<file path="src/rtl/reaction_ctrl_if.sv">
// Handshake bundle between the reaction-game sequencer and its button, tick, delay and scoring
// neighbours. The master side drives the inputs; the slave side is the sequencer.
interface reaction_ctrl_if;
  logic        start;
  logic        react;
  logic        clr_best;
  logic        tick_1ms;
  logic        dly_done;
  logic        dly_ld;
  logic        dly_en;
  logic        led;
  logic        sc_update;
  logic        sc_clr;
  logic [15:0] result;
  logic [2:0]  state;

  modport master (
    output start, react, clr_best, tick_1ms, dly_done,
    input  dly_ld, dly_en, led, sc_update, sc_clr, result, state
  );

  modport slave (
    input  start, react, clr_best, tick_1ms, dly_done,
    output dly_ld, dly_en, led, sc_update, sc_clr, result, state
  );
endinterface

</file>
<file path="src/rtl/reaction_ctrl.sv">
// Reaction-time game sequencer: arms the random delay, lights the stimulus LED, times the
// response in 4-digit BCD milliseconds and commits valid results to the scoring unit.
module reaction_ctrl #(
  parameter logic [15:0] SAT_BCD    = 16'h9999,
  parameter logic [15:0] CHEAT_CODE = 16'hEEEE
) (
  input logic            clk,
  input logic            reset,
  reaction_ctrl_if.slave bus
);

  typedef enum logic [2:0] {
    StIdle    = 3'd0,
    StLoad    = 3'd1,
    StWait    = 3'd2,
    StTiming  = 3'd3,
    StDone    = 3'd4,
    StCheat   = 3'd5,
    StTimeout = 3'd6
  } state_e;

  state_e      state_q, state_d;
  logic        start_q, react_q, clr_q;
  logic        start_edge, react_edge, clr_edge;
  logic [15:0] timer_q, timer_d, timer_inc;
  logic [15:0] result_q, result_d;
  logic        led_q, led_d;
  logic        dly_ld_q, dly_ld_d;
  logic        sc_update_q, sc_update_d;
  logic        sc_clr_q, sc_clr_d;
  logic        dly_en;
  logic        clr_allowed;

  // Ripple-carry BCD increment; any digit at 9 (or illegal) wraps to 0 and carries.
  function automatic logic [15:0] bcd_inc(input logic [15:0] v);
    logic [15:0] r;
    logic        carry;
    r     = v;
    carry = 1'b1;
    for (int i = 0; i < 4; i++) begin
      if (carry) begin
        if (v[4*i +: 4] >= 4'd9) begin
          r[4*i +: 4] = 4'd0;
        end else begin
          r[4*i +: 4] = v[4*i +: 4] + 4'd1;
          carry       = 1'b0;
        end
      end
    end
    return r;
  endfunction

  assign start_edge = bus.start & ~start_q;
  assign react_edge = bus.react & ~react_q;
  assign clr_edge   = bus.clr_best & ~clr_q;
  assign timer_inc  = bcd_inc(timer_q);

  assign clr_allowed = (state_q == StIdle) || (state_q == StDone) ||
                       (state_q == StCheat) || (state_q == StTimeout);

  always_comb begin
    state_d     = state_q;
    timer_d     = timer_q;
    result_d    = result_q;
    led_d       = 1'b0;
    dly_ld_d    = 1'b0;
    sc_update_d = 1'b0;
    sc_clr_d    = clr_edge & clr_allowed;
    dly_en      = 1'b0;

    unique case (state_q)
      StIdle: begin
        dly_en = 1'b1;
        if (start_edge) begin
          state_d = StLoad;
        end
      end
      StLoad: begin
        timer_d = 16'h0000;
        state_d = StWait;
      end
      StWait: begin
        dly_en = bus.tick_1ms;
        if (react_edge) begin
          state_d  = StCheat;
          result_d = CHEAT_CODE;
        end else if (bus.dly_done) begin
          state_d = StTiming;
          led_d   = 1'b1;
        end
      end
      StTiming: begin
        led_d = 1'b1;
        if (react_edge) begin
          // A tick in the same cycle as the response is deliberately dropped.
          state_d     = StDone;
          result_d    = timer_q;
          sc_update_d = 1'b1;
          led_d       = 1'b0;
        end else if (bus.tick_1ms && (timer_q != SAT_BCD)) begin
          timer_d = timer_inc;
          if (timer_inc == SAT_BCD) begin
            state_d  = StTimeout;
            result_d = SAT_BCD;
            led_d    = 1'b0;
          end
        end
      end
      StDone, StCheat, StTimeout: begin
        dly_en = 1'b1;
        if (start_edge) begin
          state_d = StLoad;
        end
      end
      default: begin
        state_d = StIdle;
      end
    endcase

    if (state_d == StLoad) begin
      dly_ld_d = 1'b1;
    end
  end

  always_ff @(posedge clk) begin
    if (!reset) begin
      state_q     <= StIdle;
      start_q     <= 1'b1;
      react_q     <= 1'b1;
      clr_q       <= 1'b0;
      timer_q     <= 16'h0000;
      result_q    <= 16'h0000;
      led_q       <= 1'b0;
      dly_ld_q    <= 1'b0;
      sc_update_q <= 1'b0;
      sc_clr_q    <= 1'b0;
    end else begin
      state_q     <= state_d;
      start_q     <= bus.start;
      react_q     <= bus.react;
      clr_q       <= bus.clr_best;
      timer_q     <= timer_d;
      result_q    <= result_d;
      led_q       <= led_d;
      dly_ld_q    <= dly_ld_d;
      sc_update_q <= sc_update_d;
      sc_clr_q    <= sc_clr_d;
    end
  end

  assign bus.state     = state_q;
  assign bus.result    = result_q;
  assign bus.led       = led_q;
  assign bus.dly_ld    = dly_ld_q;
  assign bus.dly_en    = dly_en;
  assign bus.sc_update = sc_update_q;
  assign bus.sc_clr    = sc_clr_q;

endmodule

</file>
<file path="src/flat_wrapper.sv">
// flat-port wrapper written by rule: the top's interface ports become plain ports
module reaction_ctrl_flat 
#(
  parameter logic [15:0] SAT_BCD    = 16'h9999,
  parameter logic [15:0] CHEAT_CODE = 16'hEEEE
)
  (clk, reset, bus_start, bus_react, bus_clr_best, bus_tick_1ms, bus_dly_done, bus_dly_ld, bus_dly_en, bus_led, bus_sc_update, bus_sc_clr, bus_result, bus_state);
  reaction_ctrl_if bus_i ();
  input logic clk;
  input logic reset;
  input wire logic [$bits(bus_i.start)-1:0] bus_start;
  input wire logic [$bits(bus_i.react)-1:0] bus_react;
  input wire logic [$bits(bus_i.clr_best)-1:0] bus_clr_best;
  input wire logic [$bits(bus_i.tick_1ms)-1:0] bus_tick_1ms;
  input wire logic [$bits(bus_i.dly_done)-1:0] bus_dly_done;
  output wire logic [$bits(bus_i.dly_ld)-1:0] bus_dly_ld;
  output wire logic [$bits(bus_i.dly_en)-1:0] bus_dly_en;
  output wire logic [$bits(bus_i.led)-1:0] bus_led;
  output wire logic [$bits(bus_i.sc_update)-1:0] bus_sc_update;
  output wire logic [$bits(bus_i.sc_clr)-1:0] bus_sc_clr;
  output wire logic [$bits(bus_i.result)-1:0] bus_result;
  output wire logic [$bits(bus_i.state)-1:0] bus_state;
  assign bus_i.start = bus_start;
  assign bus_i.react = bus_react;
  assign bus_i.clr_best = bus_clr_best;
  assign bus_i.tick_1ms = bus_tick_1ms;
  assign bus_i.dly_done = bus_dly_done;
  assign bus_dly_ld = bus_i.dly_ld;
  assign bus_dly_en = bus_i.dly_en;
  assign bus_led = bus_i.led;
  assign bus_sc_update = bus_i.sc_update;
  assign bus_sc_clr = bus_i.sc_clr;
  assign bus_result = bus_i.result;
  assign bus_state = bus_i.state;
  reaction_ctrl #(.SAT_BCD(SAT_BCD), .CHEAT_CODE(CHEAT_CODE)) u_core (.clk(clk), .reset(reset), .bus(bus_i));
endmodule
</file>
<file path="config.mk">
export PLATFORM = sky130hd
export DESIGN_NAME = reaction_ctrl_flat
export DESIGN_NICKNAME = d
export VERILOG_FILES = /design/src/rtl/reaction_ctrl_if.sv /design/src/rtl/reaction_ctrl.sv /design/src/flat_wrapper.sv
export SDC_FILE = /design/constraint.sdc
export NUM_CORES = 1
export LEC_CHECK = 0
export CORE_UTILIZATION = 49
export DETAILED_ROUTE_END_ITERATION = 16
export GPL_TIMING_DRIVEN = 0
export PLACE_DENSITY = 0.73
export RECOVER_POWER = 25
export SLEW_MARGIN = 20
export SYNTH_ARGS = -nofsm -noshare
export SYNTH_HDL_FRONTEND = slang
export SYNTH_SLANG_ARGS = --single-unit
</file>
<file path="constraint.sdc">
create_clock -name clk -period 2.4 [get_ports clk]
set_input_delay 0.36 -clock clk [delete_from_list [all_inputs] [get_ports clk]]
set_output_delay 0.36 -clock clk [all_outputs]
set_load 0.1 [all_outputs]
</file>
Fig. 1: run 1, sizing map
Scale: 6 px per um.
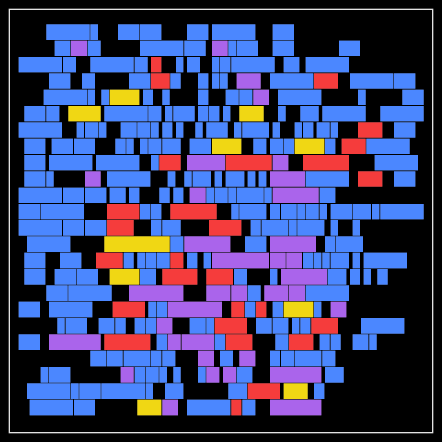
size	color	cells
_3 and _4 cells	purple	35
_6 and larger	yellow	10
_0 and _1 cells	blue	241
_2 cells	red	27

Fig. 2: run 1, gate families picked out
Scale: 6 px per um.
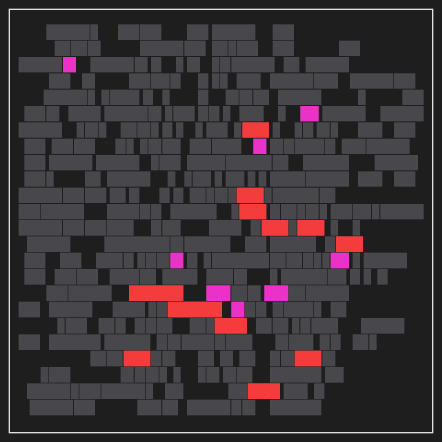
family	color	cells
fa/ha/maj cells	red	12
and/or cells	magenta	8

==> results_slide.txt, run 1 <==
Implementation Results

Floorplan
  – IO Count: 31
  – Starting Density: between 50% and 60%

Worst hold path
  – Hold endpoint: u_core.react_q$_SDFF_PN1_
  – Tightest Hold Check Type: primary input to flip-flop

Run status
  – Outcome: completed

Synth
  – Post-synthesis cell count: around 260
  – Cell with the most instances after synthesis: dfxtp_1
  – YS chip area: 0.002287 mm^2
  – Async set-reset flop share out of synthesis: 0%
  – Mux area share: 3.282%
  – Post-synth EDFFs: 0
  – Commonest flop: dfxtp_1
  – Adder share: 6.565%

Power
  – Pleak: ~1.1 nW
  – Clk network pwr share: approximately 40%
  – Switching share of power: 27.06%

Critical path
  – WP data required: around 2600 ps
  – Critical path peak fanout: 7
  – CP max stage cell: dfxtp_4
  – Last element of the critical path: u_core.bus.result[13]$_SDFFE_PN0P_
  – Critical path arrival: 2600 ps

Final layout
  – Share of post-route cells with drive strength above 1: 23.00%

Timing
  – Worst-margin pin slew: around 980 ps
Fig. 3: run 1, pin placement
Scale: 6 px per um. Pins as bars across the die edge, other pins in gray.
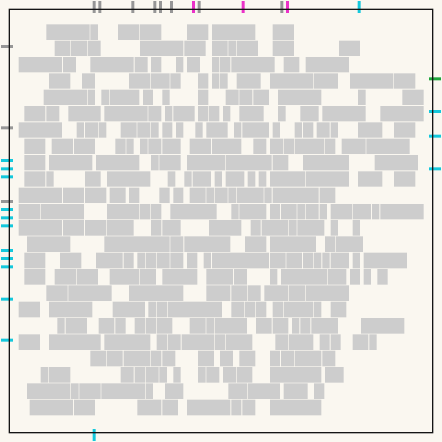
port	color	pins	direction	edge
bus_result	cyan	16	output	11 left, 3 right, 1 top, 1 bottom
bus_state	magenta	3	output	top
bus_sc_update	green	1	output	right
all pins by edge	14 left, 12 top, 4 right, 1 bottom
Die Y: 70.32 um
I/O Buffers: 29
die width: 70.32 um

Fig. 4: run 1, cell placement
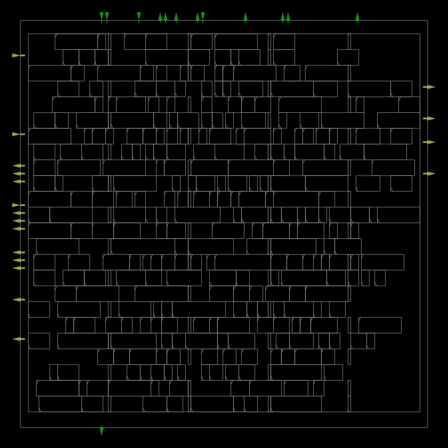
core area: 0.004414 mm^2
# fillers: 347
fin util: 69.05%
well tap count: 52
Non-Filler Instances: 365

[run 1: registers in the layout, indices dropped and copies added (netlist names)]
register	cells
u_core.timer_q	16
u_core.clr_q	1
u_core.bus.sc_clr	1
u_core.start_q	1
u_core.bus.sc_update	1
u_core.react_q	1
u_core.bus.dly_ld	1
u_core.bus.result	16
u_core.bus.state	3
u_core.bus.led	1
[run 1: routing by layer]
metal / part of all wire, % / routed length (um) / vias up / global-route usage [%]
met5: 0 / 0 / - / 0
met4: 1.3 / 86 / 0 / 7.111
met3: 7.5 / 485 / 10 / 5.483
met2: 48 / 3062 / 96 / 41.06
met1: 43 / 2790 / 1056 / 33.03
li1: - / - / 1083 / -
[run 1: cells by family after synthesis]
kind of cell | Yosys count
simple gates | 91
flops | 42
compound gates | 79
buf+inv | 29
xor+xnor | 1
mux | 7
fa+ha+maj | 12
[run 1: power groups by stage]
| stage | combinational, mW | sequential, mW | clock [mW] |
|---|---|---|---|
| 6_report | 0.164 | 0.706 | 0.578 |
| 3_3_place_gp | 0.159 | 0.726 | 0 |
| 5_1_grt | 0.172 | 0.708 | 0.609 |
| 4_1_cts | 0.160 | 0.710 | 0.579 |
| 2_1_floorplan | 0.0666 | 0.776 | 0 |
| 3_5_place_dp | 0.160 | 0.726 | 0 |
[run 1: timing repair]
action	CTS	global route
gates resized	11	43
endpoints found under the setup margin	35	36
setup buffers	5	10
pin swaps	3	13
[run 1: cell type report]
type                    instances  area (um^2)
plain buffers                  14        77.57
clock buffers                   6        72.57
clock inverters                 2        37.54
fillers                       347         1366
inverters                      15        66.31
multi-input cells             190         1466
flip-flops and latches         42        857.1
well taps                      52        65.06
repair buffers                 44        405.4
Fig. 5: run 1, port wiring
Scale: 4 px per um.
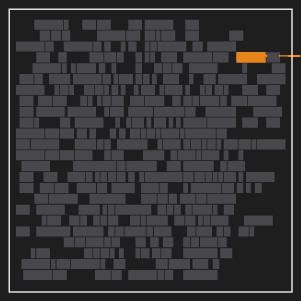

--- run 2 (diff from run 1) ---
Clock period 2.4 ns to 2 ns, I/O delays scaled along.
Fig. 6: run 2, port wiring
Scale: 4 px per um.
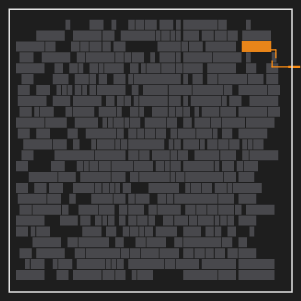
port	color	bits	direction	edge	end cells	buffers	wire
bus_sc_update	orange	1	output	right	1	1	9.30 um

Fig. 7: run 2, sizing map
Scale: 6 px per um.
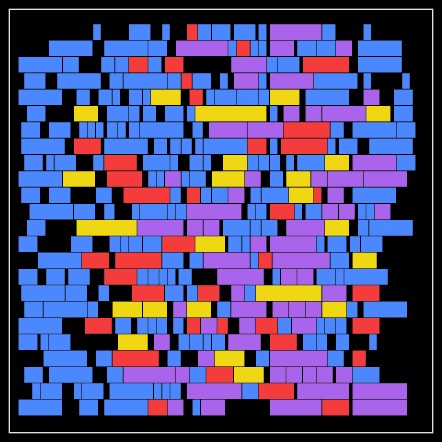
size	color	cells	most used
_0 and _1 cells	blue	214	dfxtp_1
_2 cells	red	37	dfxtp_2
_6 and larger	yellow	23	buf_6
_3 and _4 cells	purple	64	buf_4

Fig. 8: run 2, gate families picked out
Scale: 6 px per um.
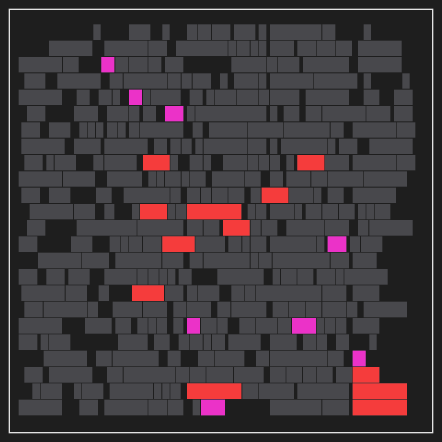
family	color	cells
and/or cells	magenta	8
fa/ha/maj cells	red	12
most frequent logic cell in the layout: dfxtp_1
Non-Filler Instances: 390
Comb/total area: 47.14%

==> results_slide.txt, run 2 <==
Implementation Results

Run status
  – Outcome: finished with violations
  – Violated checks: setup timing

Synth
  – Post-synthesis cell count: 261 (unchanged)
  – Cell with the most instances after synthesis: dfxtp_1
  – Post-synth EDFFs: 0 (unchanged)
  – Async set-reset flop share out of synthesis: 0% (unchanged)
  – YS chip area: 0.002287 mm^2 (unchanged)
  – Commonest flop: dfxtp_1

Final layout
  – Gate Area: 0.001639 mm^2 (+12%)
  – Sequential cell area: 867.1 um^2 (+1.2%)
  – # fillers: 268 (-23%)
  – Fin util: 78.77% (+9.7 points)
  – Share of post-route cells with drive strength above 1: 36.69% (+14 points)

Critical path
  – WP data required: 2170 ps (-430 ps)
  – Critical path peak fanout: 4 (-3)
  – CP max stage cell: a222oi_1

Route
  – Met3 WL: 691 um (+42%)
  – Routed via count: 2,612
  – Top Layer Used: met4
  – Drt pass-1 iters: 6

Floorplan
  – Die width: 70.32 um (unchanged)
  – Starting Density: 51.81% (unchanged)
  – Core area: 0.004414 mm^2 (unchanged)
  – IO Count: 31 (unchanged)

Worst hold path
  – Tightest Hold Check Type: primary input to flip-flop

Power
  – Switching share of power: 26.76% (-0.31 points)
  – Clk network pwr share: 39.6% (-0.3 points)
  – Pleak: 1.397 nW (+22%)

Placed design
  – DP Wirelength: between 4000 and 5000 um
  – I/O Buffers: 29 (unchanged)

Timing
  – Final worst slack: -633.0 ps
  – Worst-margin pin slew: 1168 ps (+184.4 ps)
  – # setup viols final: 36
run 2: cell type report:
cell class / count / area share, %
sequential: 42 / 24.94
tap: 52 / 1.871
timing repair buffer: 70 / 18.17
clock inverter: 1 / 0.8636
inverter: 15 / 1.907
clock buffer: 6 / 2.375
buffer: 14 / 2.735
multi-input combinational: 190 / 47.14
run 2: what timing repair did:
action	in CTS	in global routing
pin swaps	28	10
resized	102	16
setup buffers	32	13
cloned	2	0
endpoints found under the setup margin	60	37
hold endpoints to repair	0	0
run 2: layer usage:
metal | up-vias | GRT usage (%)
li1 | 1127 | -
met1 | 1256 | 38.51
met2 | 174 | 51.22
met3 | 55 | 6.494
met4 | 0 | 16.00
met5 | - | 0
run 2: kinds of logic (layout without fill, tap and decap cells):
logic type,Yosys count,after routing,share of synthesized area (%)
flip-flops,42,42,36.76
adder cells (fa/ha/maj),12,12,6.564
buffers and inverters,29,106,5.689
XOR/XNOR,1,1,0.3830
AND-OR/OR-AND,79,79,25.49
AND/OR/NAND/NOR,91,91,21.83
multiplexers,7,7,3.282
run 2: path summary, 6_finish.rpt:
| path | endpoint | slack, ps | cells after the start |
|---|---|---|---|
| worst max-delay path | u_core.bus.dly_ld$_SDFF_PN0_ | -630 | 10 |
| worst min-delay path | u_core.start_q$_SDFF_PN1_ | 260 | 2 |
| worst max register to register | u_core.bus.dly_ld$_SDFF_PN0_ | -630 | 10 |
| worst min register to register | u_core.bus.sc_clr$_SDFF_PN0_ | 390 | 1 |
run 2: power groups by stage:
stage,sequential [mW],combinational [mW],clock (mW)
global route,0.848,0.238,0.744
detailed placement,0.869,0.193,0
CTS,0.846,0.219,0.700
global placement,0.869,0.193,0
floorplan,0.929,0.0802,0
finish,0.847,0.232,0.708
Power and IR drop assume default switching activity.
